File: config.mk
export PLATFORM = sky130hd
export DESIGN_NAME = jt6295_chseq_flat
export DESIGN_NICKNAME = d
export VERILOG_FILES = /design/src/rtl/jt6295_chseq_if.sv /design/src/rtl/jt6295_chseq.sv /design/src/flat_wrapper.sv
export SDC_FILE = /design/constraint.sdc
export NUM_CORES = 1
export LEC_CHECK = 0
export ABC_AREA = 1
export CAP_MARGIN = 15
export CORE_MARGIN = 2
export CORE_UTILIZATION = 33
export CTS_CLUSTER_DIAMETER = 50
export CTS_CLUSTER_SIZE = 20
export DETAILED_ROUTE_END_ITERATION = 8
export PLACE_DENSITY = 0.49
export SLEW_MARGIN = 20
export SYNTH_ARGS = -nofsm -noshare
export SYNTH_HDL_FRONTEND = slang
export SYNTH_SLANG_ARGS = --single-unit
File: constraint.sdc
create_clock -name clk -period 3.9 [get_ports clk]
set_input_delay 0.39 -clock clk [delete_from_list [all_inputs] [get_ports clk]]
set_output_delay 0.39 -clock clk [all_outputs]
set_load 0.01 [all_outputs]
File: src/rtl/jt6295_chseq_if.sv
`default_nettype none
// ============================================================================
//  Module      : jt6295_chseq_if
//  Description : Bundle between the 6295 controller, ROM port and ADPCM
//                decoder on one side and the channel sequencer on the other.
//  Revision    : 1.0  initial release
// ============================================================================
interface jt6295_chseq_if;
    logic        cen4;
    logic [3:0]  start;
    logic [3:0]  stop;
    logic [17:0] start_addr;
    logic [17:0] stop_addr;
    logic [3:0]  att;
    logic [3:0]  busy;
    logic [3:0]  ack;
    logic        zero;
    logic [17:0] rom_addr;
    logic [7:0]  rom_data;
    logic        rom_ok;
    logic        nib_vld;
    logic [1:0]  nib_ch;
    logic [3:0]  nib_data;
    logic [3:0]  nib_att;
    logic        nib_first;

    // Environment side: controller, ROM and decoder
    modport master (
        output cen4, start, stop, start_addr, stop_addr, att, rom_data, rom_ok,
        input  busy, ack, zero, rom_addr, nib_vld, nib_ch, nib_data, nib_att, nib_first
    );

    // Sequencer side
    modport slave (
        input  cen4, start, stop, start_addr, stop_addr, att, rom_data, rom_ok,
        output busy, ack, zero, rom_addr, nib_vld, nib_ch, nib_data, nib_att, nib_first
    );
endinterface
`default_nettype wire

File: src/rtl/jt6295_chseq.sv
`default_nettype none
// ============================================================================
//  Module      : jt6295_chseq
//  Description : Four-channel time-multiplexed ADPCM address sequencer.
//  Revision    : 1.0  initial release
// ============================================================================
module jt6295_chseq (
    input  wire logic      clk,
    input  wire logic      rst,
    jt6295_chseq_if.slave  bus
);
    localparam int c_NCH = 4;

    logic [1:0]  r_slot_q,     w_slot_d;
    logic [17:0] r_cur_addr_q [c_NCH];
    logic [17:0] w_cur_addr_d [c_NCH];
    logic [17:0] r_end_addr_q [c_NCH];
    logic [17:0] w_end_addr_d [c_NCH];
    logic [3:0]  r_catt_q     [c_NCH];
    logic [3:0]  w_catt_d     [c_NCH];
    logic [3:0]  r_lsb_q,      w_lsb_d;
    logic [3:0]  r_first_q,    w_first_d;
    logic [3:0]  r_busy_q,     w_busy_d;
    logic [3:0]  r_ack_q,      w_ack_d;
    logic        r_zero_q,     w_zero_d;
    logic        r_nib_vld_q,  w_nib_vld_d;
    logic [1:0]  r_nib_ch_q,   w_nib_ch_d;
    logic [3:0]  r_nib_data_q, w_nib_data_d;
    logic [3:0]  r_nib_att_q,  w_nib_att_d;
    logic        r_nib_first_q, w_nib_first_d;

    // Only the channel owning the closing slot is evaluated on each cen4.
    always_comb begin
        w_slot_d      = r_slot_q;
        w_cur_addr_d  = r_cur_addr_q;
        w_end_addr_d  = r_end_addr_q;
        w_catt_d      = r_catt_q;
        w_lsb_d       = r_lsb_q;
        w_first_d     = r_first_q;
        w_busy_d      = r_busy_q;
        w_ack_d       = 4'd0;
        w_zero_d      = 1'b0;
        w_nib_vld_d   = 1'b0;
        w_nib_ch_d    = r_nib_ch_q;
        w_nib_data_d  = r_nib_data_q;
        w_nib_att_d   = r_nib_att_q;
        w_nib_first_d = r_nib_first_q;

        if (bus.cen4) begin
            w_slot_d = r_slot_q + 2'd1;
            w_zero_d = (r_slot_q == 2'd3);

            if (bus.start[r_slot_q]) begin
                w_cur_addr_d[r_slot_q] = bus.start_addr;
                w_end_addr_d[r_slot_q] = bus.stop_addr;
                w_catt_d[r_slot_q]     = bus.att;
                w_lsb_d[r_slot_q]      = 1'b0;
                w_first_d[r_slot_q]    = 1'b1;
                w_busy_d[r_slot_q]     = 1'b1;
                w_ack_d[r_slot_q]      = 1'b1;
            end else if (bus.stop[r_slot_q]) begin
                w_busy_d[r_slot_q] = 1'b0;
            end else if (r_busy_q[r_slot_q] && bus.rom_ok) begin
                w_nib_vld_d   = 1'b1;
                w_nib_ch_d    = r_slot_q;
                w_nib_data_d  = r_lsb_q[r_slot_q] ? bus.rom_data[3:0] : bus.rom_data[7:4];
                w_nib_att_d   = r_catt_q[r_slot_q];
                w_nib_first_d = r_first_q[r_slot_q];
                w_first_d[r_slot_q] = 1'b0;
                w_lsb_d[r_slot_q]   = ~r_lsb_q[r_slot_q];
                // Byte fully consumed: finish on the inclusive end byte, else step (wraps at 2^18)
                if (r_lsb_q[r_slot_q]) begin
                    if (r_cur_addr_q[r_slot_q] == r_end_addr_q[r_slot_q]) begin
                        w_busy_d[r_slot_q] = 1'b0;
                    end else begin
                        w_cur_addr_d[r_slot_q] = r_cur_addr_q[r_slot_q] + 18'd1;
                    end
                end
            end
        end
    end

    always_ff @(posedge clk) begin
        if (rst) begin
            r_slot_q      <= 2'd0;
            for (int i = 0; i < c_NCH; i++) begin
                r_cur_addr_q[i] <= 18'd0;
                r_end_addr_q[i] <= 18'd0;
                r_catt_q[i]     <= 4'd0;
            end
            r_lsb_q       <= 4'd0;
            r_first_q     <= 4'd0;
            r_busy_q      <= 4'd0;
            r_ack_q       <= 4'd0;
            r_zero_q      <= 1'b0;
            r_nib_vld_q   <= 1'b0;
            r_nib_ch_q    <= 2'd0;
            r_nib_data_q  <= 4'd0;
            r_nib_att_q   <= 4'd0;
            r_nib_first_q <= 1'b0;
        end else begin
            r_slot_q      <= w_slot_d;
            r_cur_addr_q  <= w_cur_addr_d;
            r_end_addr_q  <= w_end_addr_d;
            r_catt_q      <= w_catt_d;
            r_lsb_q       <= w_lsb_d;
            r_first_q     <= w_first_d;
            r_busy_q      <= w_busy_d;
            r_ack_q       <= w_ack_d;
            r_zero_q      <= w_zero_d;
            r_nib_vld_q   <= w_nib_vld_d;
            r_nib_ch_q    <= w_nib_ch_d;
            r_nib_data_q  <= w_nib_data_d;
            r_nib_att_q   <= w_nib_att_d;
            r_nib_first_q <= w_nib_first_d;
        end
    end

    assign bus.busy      = r_busy_q;
    assign bus.ack       = r_ack_q;
    assign bus.zero      = r_zero_q;
    assign bus.rom_addr  = r_cur_addr_q[r_slot_q];
    assign bus.nib_vld   = r_nib_vld_q;
    assign bus.nib_ch    = r_nib_ch_q;
    assign bus.nib_data  = r_nib_data_q;
    assign bus.nib_att   = r_nib_att_q;
    assign bus.nib_first = r_nib_first_q;
endmodule
`default_nettype wire

File: src/flat_wrapper.sv
// flat-port wrapper written by rule: the top's interface ports become plain ports
module jt6295_chseq_flat 
  (clk, rst, bus_cen4, bus_start, bus_stop, bus_start_addr, bus_stop_addr, bus_att, bus_rom_data, bus_rom_ok, bus_busy, bus_ack, bus_zero, bus_rom_addr, bus_nib_vld, bus_nib_ch, bus_nib_data, bus_nib_att, bus_nib_first);
  jt6295_chseq_if bus_i ();
  input  wire logic clk;
  input  wire logic rst;
  input wire logic [$bits(bus_i.cen4)-1:0] bus_cen4;
  input wire logic [$bits(bus_i.start)-1:0] bus_start;
  input wire logic [$bits(bus_i.stop)-1:0] bus_stop;
  input wire logic [$bits(bus_i.start_addr)-1:0] bus_start_addr;
  input wire logic [$bits(bus_i.stop_addr)-1:0] bus_stop_addr;
  input wire logic [$bits(bus_i.att)-1:0] bus_att;
  input wire logic [$bits(bus_i.rom_data)-1:0] bus_rom_data;
  input wire logic [$bits(bus_i.rom_ok)-1:0] bus_rom_ok;
  output wire logic [$bits(bus_i.busy)-1:0] bus_busy;
  output wire logic [$bits(bus_i.ack)-1:0] bus_ack;
  output wire logic [$bits(bus_i.zero)-1:0] bus_zero;
  output wire logic [$bits(bus_i.rom_addr)-1:0] bus_rom_addr;
  output wire logic [$bits(bus_i.nib_vld)-1:0] bus_nib_vld;
  output wire logic [$bits(bus_i.nib_ch)-1:0] bus_nib_ch;
  output wire logic [$bits(bus_i.nib_data)-1:0] bus_nib_data;
  output wire logic [$bits(bus_i.nib_att)-1:0] bus_nib_att;
  output wire logic [$bits(bus_i.nib_first)-1:0] bus_nib_first;
  assign bus_i.cen4 = bus_cen4;
  assign bus_i.start = bus_start;
  assign bus_i.stop = bus_stop;
  assign bus_i.start_addr = bus_start_addr;
  assign bus_i.stop_addr = bus_stop_addr;
  assign bus_i.att = bus_att;
  assign bus_i.rom_data = bus_rom_data;
  assign bus_i.rom_ok = bus_rom_ok;
  assign bus_busy = bus_i.busy;
  assign bus_ack = bus_i.ack;
  assign bus_zero = bus_i.zero;
  assign bus_rom_addr = bus_i.rom_addr;
  assign bus_nib_vld = bus_i.nib_vld;
  assign bus_nib_ch = bus_i.nib_ch;
  assign bus_nib_data = bus_i.nib_data;
  assign bus_nib_att = bus_i.nib_att;
  assign bus_nib_first = bus_i.nib_first;
  jt6295_chseq u_core (.clk(clk), .rst(rst), .bus(bus_i));
endmodule
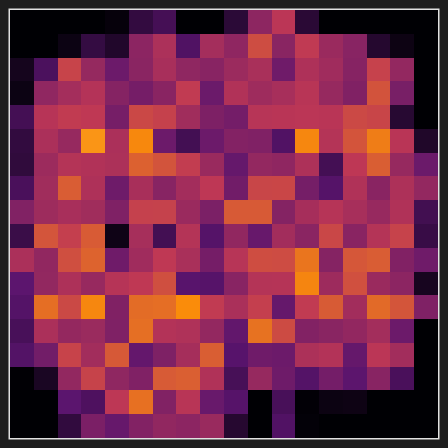
cell_density.png
18 x 18 tiles, from black (low) to pale yellow (high), 0 to 100% covered.
nearly empty tiles = 12%
mean over tiles = 35%
emptiest ninth of the die = lower right
fullest tile = 77%
tiles over 75% full = 0.30%

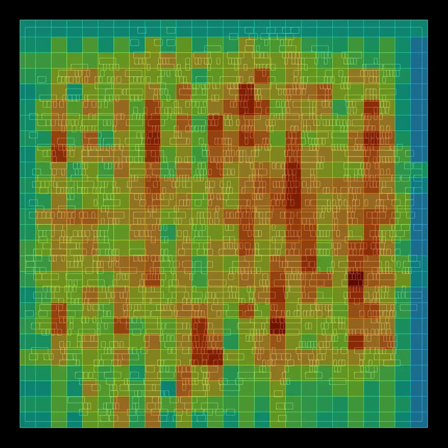
congestion.png
met3 Resource Use GR: 0.0291
busiest metal layer after global routing: met2
GR Layer Usage met1: 0.294

==> results.rst <==
Implementation results
======================

.. list-table::
   :header-rows: 1

   * - Metric
     - Value
   * - Async set-or-reset flop fraction in the synthesized netlist
     - 0
   * - Late-Pin Clk Latency
     - 0.44 ns
   * - Cycle use final
     - 0.859
   * - Worst reg2reg path endpoint
     - u_core.r_cur_addr_q[31]
   * - Power dissipated in the clock network
     - 1740 µW
   * - Max frequency
     - 299 MHz
   * - FF-to-FF Start
     - u_core.r_slot_q[1]
   * - Max Fanout on Critical Path
     - 59
   * - Clock transition time at the flip-flop clock pins of the worst setup and hold paths
     - 0.08 ns
   * - Largest Pwr Group
     - registers
   * - Worst setup slack for register-to-register paths
     - 0.55 ns
   * - Yosys warns
     - 0
   * - Length of routed met2 wiring
     - 16.1 mm
   * - Floorplan utilization
     - 0.335
   * - Result of the run
     - complete, no violations
   * - Via count of the routed design
     - 10,160
   * - Max stage delay on crit path
     - 0.66 ns
   * - Most numerous cell types in the synthesized netlist
     - sky130_fd_sc_hd__nand2_1 (509), sky130_fd_sc_hd__nor2_1 (299), sky130_fd_sc_hd__dfxtp_1 (191), sky130_fd_sc_hd__inv_1 (157), sky130_fd_sc_hd__nand3_1 (114)
   * - Worst setup skew after layout
     - 0.0190 ns
   * - Post-cts resize count
     - 0
==> final cells by class <==
cell class	count	area, µm²	area share
multi-input combinational	1183	5200	0.435
sequential	191	3830	0.321
timing repair buffer	125	1210	0.101
inverter	169	642	0.0538
tap	396	495	0.0415
clock buffer	20	447	0.0374
clock inverter	12	120	0.0101
==> flip-flops by register name (all words and copies together), names as in the netlist, named ones only <==
signal and cells:
u_core.bus.ack 4, u_core.bus.nib_att 4, u_core.bus.nib_ch 2, u_core.bus.nib_data 4, u_core.bus.nib_first 1, u_core.bus.nib_vld 1, u_core.bus.zero 1, u_core.r_catt_q 16
u_core.r_cur_addr_q 72, u_core.r_end_addr_q 72, u_core.r_lsb_q 4, u_core.r_slot_q 2
Power figures rest on the tool's default switching activity, not on a simulated workload.
